### Logic cells by family

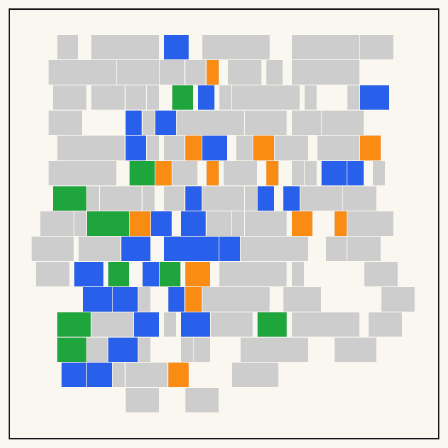
### Signal wires by layer

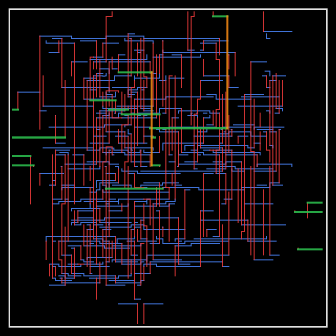
### Placement density heat map

The die is cut into 9 by 9 equal tiles; white is low, dark blue is high, 0 to 100% covered.
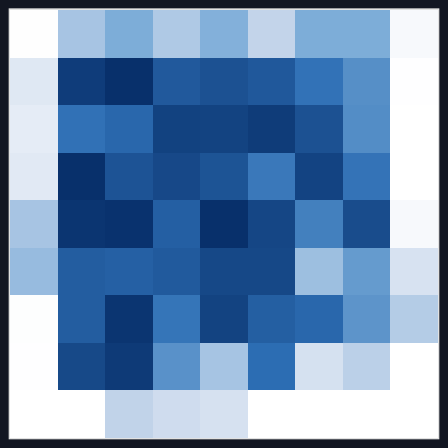
### Congestion heat map

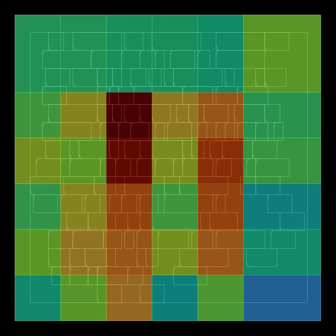
==> config.mk <==
export PLATFORM = sky130hd
export DESIGN_NAME = park_level_ctrl
export DESIGN_NICKNAME = d
export VERILOG_FILES = /design/src/rtl/park_pkg.sv /design/src/rtl/park_occ_counter.sv /design/src/rtl/park_level_ctrl.sv
export SDC_FILE = /design/constraint.sdc
export NUM_CORES = 1
export LEC_CHECK = 0
export CAP_MARGIN = 25
export CORE_MARGIN = 2
export CORE_UTILIZATION = 57
export DETAILED_ROUTE_END_ITERATION = 7
export MAX_ROUTING_LAYER = met4
export PLACE_DENSITY = 0.95
export SLEW_MARGIN = 10
export SYNTH_ARGS = -nofsm -noshare
export SYNTH_HDL_FRONTEND = slang
export SYNTH_HIERARCHICAL = 1
export SYNTH_SLANG_ARGS = --single-unit
==> constraint.sdc <==
create_clock -name clk -period 5.75 [get_ports clk]
set_clock_uncertainty 0.05 [all_clocks]
set_input_delay 0.575 -clock clk [delete_from_list [all_inputs] [get_ports clk]]
set_output_delay 0.575 -clock clk [all_outputs]
set_load 0.01 [all_outputs]
==> src/rtl/park_pkg.sv <==
// Shared types and helpers for the multi-level parking controller.
// Optional build macro: PARK_HYST_EN enables descent hysteresis in
// descent_thr(); without it the HYST value passed in has no effect.
package park_pkg;

    // Floor FSM states; one-hot so that a corrupted register is detectable
    typedef enum logic [1:0] {
        FILL = 2'b01,
        FULL = 2'b10
    } park_state_e;

    // Floor that should be filling for a given occupancy: 0 when empty,
    // otherwise the floor holding the most recently parked car.
    function automatic int unsigned target_floor(input int unsigned cnt,
                                                 input int unsigned slots);
        int unsigned tgt;
        tgt = 0;
        if (cnt != 0) begin
            tgt = (cnt - 1) / slots;
        end
        return tgt;
    endfunction

    // Highest occupancy at which the fill floor may step down from floor f.
    // With hysteresis the occupancy must fall HYST slots further below the
    // floor boundary, which stops the floor toggling when cars oscillate
    // around that boundary.
    function automatic int descent_thr(input int unsigned f,
                                       input int unsigned slots,
                                       input int unsigned hyst);
        bit hyst_on;
        int thr;
`ifdef PARK_HYST_EN
        hyst_on = 1'b1;
`else
        hyst_on = 1'b0;
`endif
        thr = int'(f * slots);
        if (hyst_on) begin
            thr = thr - int'(hyst);
        end
        return thr;
    endfunction

endpackage

==> src/rtl/park_occ_counter.sv <==
// Saturating occupancy counter for the car park, plus the one-cycle
// rejected-entry and spurious-exit pulses.
module park_occ_counter #(
    parameter int unsigned CAP = 12,
    parameter int unsigned CW  = 4
) (
    input  logic          clk,
    input  logic          rst,
    input  logic          car_in,
    input  logic          car_out,
    output logic [CW-1:0] count,
    output logic          empty,
    output logic          rej_in,
    output logic          err_out
);

    logic [CW-1:0] count_d;
    logic          rej_d;
    logic          err_d;

    // Next occupancy and error pulses from the pre-edge count
    always_comb begin
        count_d = count;
        rej_d   = 1'b0;
        err_d   = 1'b0;
        unique case ({car_in, car_out})
            2'b10: begin
                if (count < CW'(CAP)) begin
                    count_d = count + CW'(1);
                end else begin
                    rej_d = 1'b1;
                end
            end
            2'b01: begin
                if (count != '0) begin
                    count_d = count - CW'(1);
                end else begin
                    err_d = 1'b1;
                end
            end
            default: begin
                // both high cancel out; neither high holds
            end
        endcase
    end

    // Occupancy register; empty is registered alongside it from count_d
    always_ff @(posedge clk) begin
        if (rst) begin
            count   <= '0;
            empty   <= 1'b1;
            rej_in  <= 1'b0;
            err_out <= 1'b0;
        end else begin
            count   <= count_d;
            empty   <= (count_d == '0);
            rej_in  <= rej_d;
            err_out <= err_d;
        end
    end

endmodule

==> src/rtl/park_level_ctrl.sv <==
// Parking-occupancy controller for a multi-level car park: counts entry and
// exit pulses, walks the fill floor one step per clock toward the target
// floor, and flags full/empty/rejected-entry/spurious-exit.
// Optional build macro: PARK_HYST_EN (descent hysteresis of HYST slots).
module park_level_ctrl
    import park_pkg::*;
#(
    parameter int unsigned NUM_FLOORS      = 3,
    parameter int unsigned SLOTS_PER_FLOOR = 4,
    parameter int unsigned HYST            = 1,
    localparam int unsigned CAP = NUM_FLOORS * SLOTS_PER_FLOOR,
    localparam int unsigned CW  = $clog2(CAP + 1),
    localparam int unsigned FW  = $clog2(NUM_FLOORS)
) (
    input  logic          clk,
    input  logic          rst,
    input  logic          car_in,
    input  logic          car_out,
    output logic [CW-1:0] count,
    output logic [FW-1:0] floor,
    output logic          full,
    output logic          empty,
    output logic          rej_in,
    output logic          err_out
);

    localparam int unsigned TOP_FLOOR = NUM_FLOORS - 1;

    park_state_e   state_q;
    park_state_e   state_d;
    logic [FW-1:0] f_q;
    logic [FW-1:0] f_d;
    logic [FW-1:0] floor_d;
    logic          full_d;
    int unsigned   cnt_i;
    int unsigned   f_i;
    int unsigned   tgt;
    int            thr;

    park_occ_counter #(
        .CAP (CAP),
        .CW  (CW)
    ) u_occ (
        .clk     (clk),
        .rst     (rst),
        .car_in  (car_in),
        .car_out (car_out),
        .count   (count),
        .empty   (empty),
        .rej_in  (rej_in),
        .err_out (err_out)
    );

    // Floor FSM next-state and registered-output decode
    always_comb begin
        state_d = state_q;
        f_d     = f_q;
        cnt_i   = 32'(count);
        f_i     = 32'(f_q);
        tgt     = target_floor(cnt_i, SLOTS_PER_FLOOR);
        thr     = descent_thr(f_i, SLOTS_PER_FLOOR, HYST);
        floor_d = '0;
        full_d  = 1'b0;

        unique case (state_q)
            FILL: begin
                if (f_i > TOP_FLOOR) begin
                    // floor register outside the park: restart at ground
                    f_d = '0;
                end else if (cnt_i == CAP && f_i == TOP_FLOOR) begin
                    state_d = FULL;
                end else if (tgt > f_i) begin
                    f_d = f_q + FW'(1);
                end else if (tgt < f_i && int'(cnt_i) <= thr) begin
                    f_d = f_q - FW'(1);
                end
            end
            FULL: begin
                // floor stays on the top level when leaving FULL
                f_d = FW'(TOP_FLOOR);
                if (cnt_i < CAP) begin
                    state_d = FILL;
                end
            end
            default: begin
                state_d = FILL;
                f_d     = '0;
            end
        endcase

        if (state_d == FULL) begin
            floor_d = FW'(TOP_FLOOR);
            full_d  = 1'b1;
        end else begin
            floor_d = f_d;
            full_d  = 1'b0;
        end
    end

    // State, floor register and registered floor/full outputs
    always_ff @(posedge clk) begin
        if (rst) begin
            state_q <= FILL;
            f_q     <= '0;
            floor   <= '0;
            full    <= 1'b0;
        end else begin
            state_q <= state_d;
            f_q     <= f_d;
            floor   <= floor_d;
            full    <= full_d;
        end
    end

endmodule

==> Changelog: implementation <==
## Flow update

- H-tree depth: 1
- Placed Instance Area: 1154 sq um
- Clock sink count: 14
- Avg Cell Area, Syn: 8.737 sq um
- Type of the worst setup path: flop to flop
- Largest net degree at the start of global routing: 22
- Max Cap Viol: 0
- Vias in the first global route: 887
- Ys cells: 116
- Hold crit path type: flop to flop
- VDD IR-drop max: 166.5 uV
- Status: completed
- Area leader, netlist: dfxtp_1
- WL met1: 914 um
- Hold_ws: 0.5110 ns
- Top cells excl fill/tap: inv_1, dfxtp_1, clkdlybuf4s50_1
- Dominant flop cell: dfxtp_1
- Fin cells: 155
- DRC errors left: 0
- Ys async rst share: 0
- Total grt overflow: 0
- Metal2 WL: 1076 um
- Internal: 0.2214 mW
- Flops after synth: 14
- Clock power share: 0.205
- LEAKAGE: 0.4988 nW
- CP cell instances: inv_1 > a21boi_0 > ha_1 > nor2b_4 > o21ai_0 > inv_1 > o21ai_0 > xnor2_1 > nor3_1
- Port Buffers: 13
- Die height: 46.17 um
- Met1 Track Usage GR: 0.2891
- Gr usage total: 0.2368
- Post-Syn Nets: 132
- Final setup viols: 0
- Initial antenna violation count: 0
- Detailed-router iteration count before antenna repair: 4
- Slowest cell on crit path: dfxtp_1
- Count of cell types in the netlist: ~44
- CTS resizes: 0
- Routability cong.: around 0.9
- Uppermost layer routed: met4
- Seq/Total Area, Yosys: 0.2765
- Total die size: 2131 sq um
- Post-Syn Instances: 116
- Tool warnings: 30
- Power, Total: around 0.34 mW
- Final net count: roughly 150
- Clock-pin slew on the worst setup and hold paths: 0.08 ns
- CP arrival: 2.62 ns
- Drt wl/cell: 13.44 um
- Grt met3 use: 0.03922
- Sum of buffers and inverters on the critical path: 2
- Core Box Area: 1708 sq um
- Net Sw Frac: 0.3475
- Hold buffers post-CTS: 0
- IO Count: 14
- YS warnings: 6
- Post-DP HPWL: 1609 um
- Clock insertion delay at the later pin of the skew report: 0.28 ns
- Chip Area, Yosys: 1013 sq um
- Fraction of layout cells with a size suffix above 1: 0.1077
- Root Buffer: clkbuf_4
- Row cnt: 15
- DRT iter0 DRCs: 16
- Avg Vias per Cell: 5.865
- Area share of the largest cell type after synthesis: 0.2765
- TNS Setup: 0 ns
- Crit path max fanout: 19
- CTS tree: yes
- Critical path startpoint category: flop
- GR met2 Demand/Resource: 0.4028
- Crit path max-delay family: AND-OR/OR-AND gates
- Via count: roughly 910
- CP endpoint kind: flop
- Biggest area cells: dfxtp_1, ha_1, inv_1, nor2b_1, a31oi_1
- Drt total wl: 2083 um
- Number of flops mapped to enable cells by yosys: 0
- Final setup margin: 3.284 ns
- Post-DRT Antenna Nets: 0
- Number of post-CTS setup repair buffers: 0
- DR WL met3: 63 um
- Seq pwr share: 0.355
- Max Fclk: between 400 and 500 MHz
- Placed insts: between 150 and 200
- Net Sw Power: 0.1179 mW
- Max transition margin: 0.5963
- Combinational Power Share: 0.440
- Worst slew pin tran: 0.6047 ns
- RSZ-0062 raised after global routing: no
- Fin. max-slew vios: 0
- Fin crit share: 0.4289
- Slowest stage delay, CP: roughly 0.69 ns
- Area growth syn-to-layout: 17.41%
- Longest Clk Path Bufs: 2
- Design area: 1190 sq um
- First-pass GRT wire length: between 3000 and 4000 um
- Antenna diodes: 0
- Total CTS buffers: 3
- Crit path DRT: 5.90 ns
- Post-Syn Area: 1013 sq um
- Place WS: 3.092 ns
- Chip width: between 40 and 50 um
- Pwr dens: about 290 nW/um^2
- Post-route minimum period: 2.466 ns
- Fin. Hold Viols: 0
- Init Core Util: 0.5934
- Synth cell count leaders: dfxtp_1, inv_1, ha_1
Back to the opening pictures, 'Logic cells by family':
Key: aoi and oai cells = blue [cells 27]; and/or cells = green [cells 9]; nand cells = orange [cells 13]

Back to the opening pictures, 'Signal wires by layer':
Key: M3 = green [wire length 63.0 um]; M2 = red [wire length 1,080 um]; M4 = orange [wire length 29.9 um]; M1 = blue [wire length 915 um]

Back to the opening pictures, 'Placement density heat map':
The fullest tile reaches 100%. 42% of the tiles are over 75% full. The mean over all tiles is 54%. The emptiest ninth of the die: south-east.

Back to the opening pictures, 'Congestion heat map':
gr busiest metal: met2
Finished Core Util: 0.6967

-- final timing paths --
kind                        startpoint  cells after the start  slack, ns                    end
max reg2reg  u_occ/count[2]$_SDFF_PP0_                      9       3.28    floor[0]$_SDFF_PP0_
max          u_occ/count[2]$_SDFF_PP0_                      9       3.28    floor[0]$_SDFF_PP0_
min reg2reg      state_q[1]$_SDFF_PP0_                      2       0.51  state_q[1]$_SDFF_PP0_
min              state_q[1]$_SDFF_PP0_                      2       0.51  state_q[1]$_SDFF_PP0_
-- cell type report --
cell class | instances | area [sq um]
multi-input cells | 85 | 659.4
fillers | 128 | 518.0
flip-flops and latches | 14 | 280.3
repair buffers | 13 | 130.1
inverters | 14 | 52.55
clock buffers | 4 | 36.28
well taps | 25 | 31.28
-- registers in the layout (all words and copies together) (netlist names) --
name / cells
u_occ/rej_in: 1
u_occ/empty: 1
f_q: 2
u_occ/count: 4
full: 1
floor: 2
state_q: 2
u_occ/err_out: 1
-- power groups by stage --
| stage | sequential (mW) | clock [mW] | combinational (mW) |
|---|---|---|---|
| after floorplan | 0.123 | 0 | 0.109 |
| after global placement | 0.121 | 0 | 0.139 |
| after detailed placement | 0.123 | 0 | 0.149 |
| after CTS | 0.120 | 0.0700 | 0.150 |
| after global routing | 0.122 | 0.0731 | 0.163 |
| final | 0.120 | 0.0696 | 0.149 |
-- worst min-delay path, stage by stage, from the launching register on --
cell and delay (ns):
dfxtp_1 0.34, a21oi_1 0.12, nor4_1 0.06
-- logic make-up after synthesis --
kind of cell | count (synthesis) | synth area share
AND/OR/NAND/NOR | 43 | 0.2827
flip-flops | 14 | 0.2765
XOR/XNOR | 1 | 0.008644
buffers and inverters | 17 | 0.07283
AND-OR/OR-AND | 27 | 0.1914
adder cells (fa/ha/maj) | 12 | 0.1481
multiplexers | 2 | 0.01975
Power is estimated from default activity; no workload was simulated.
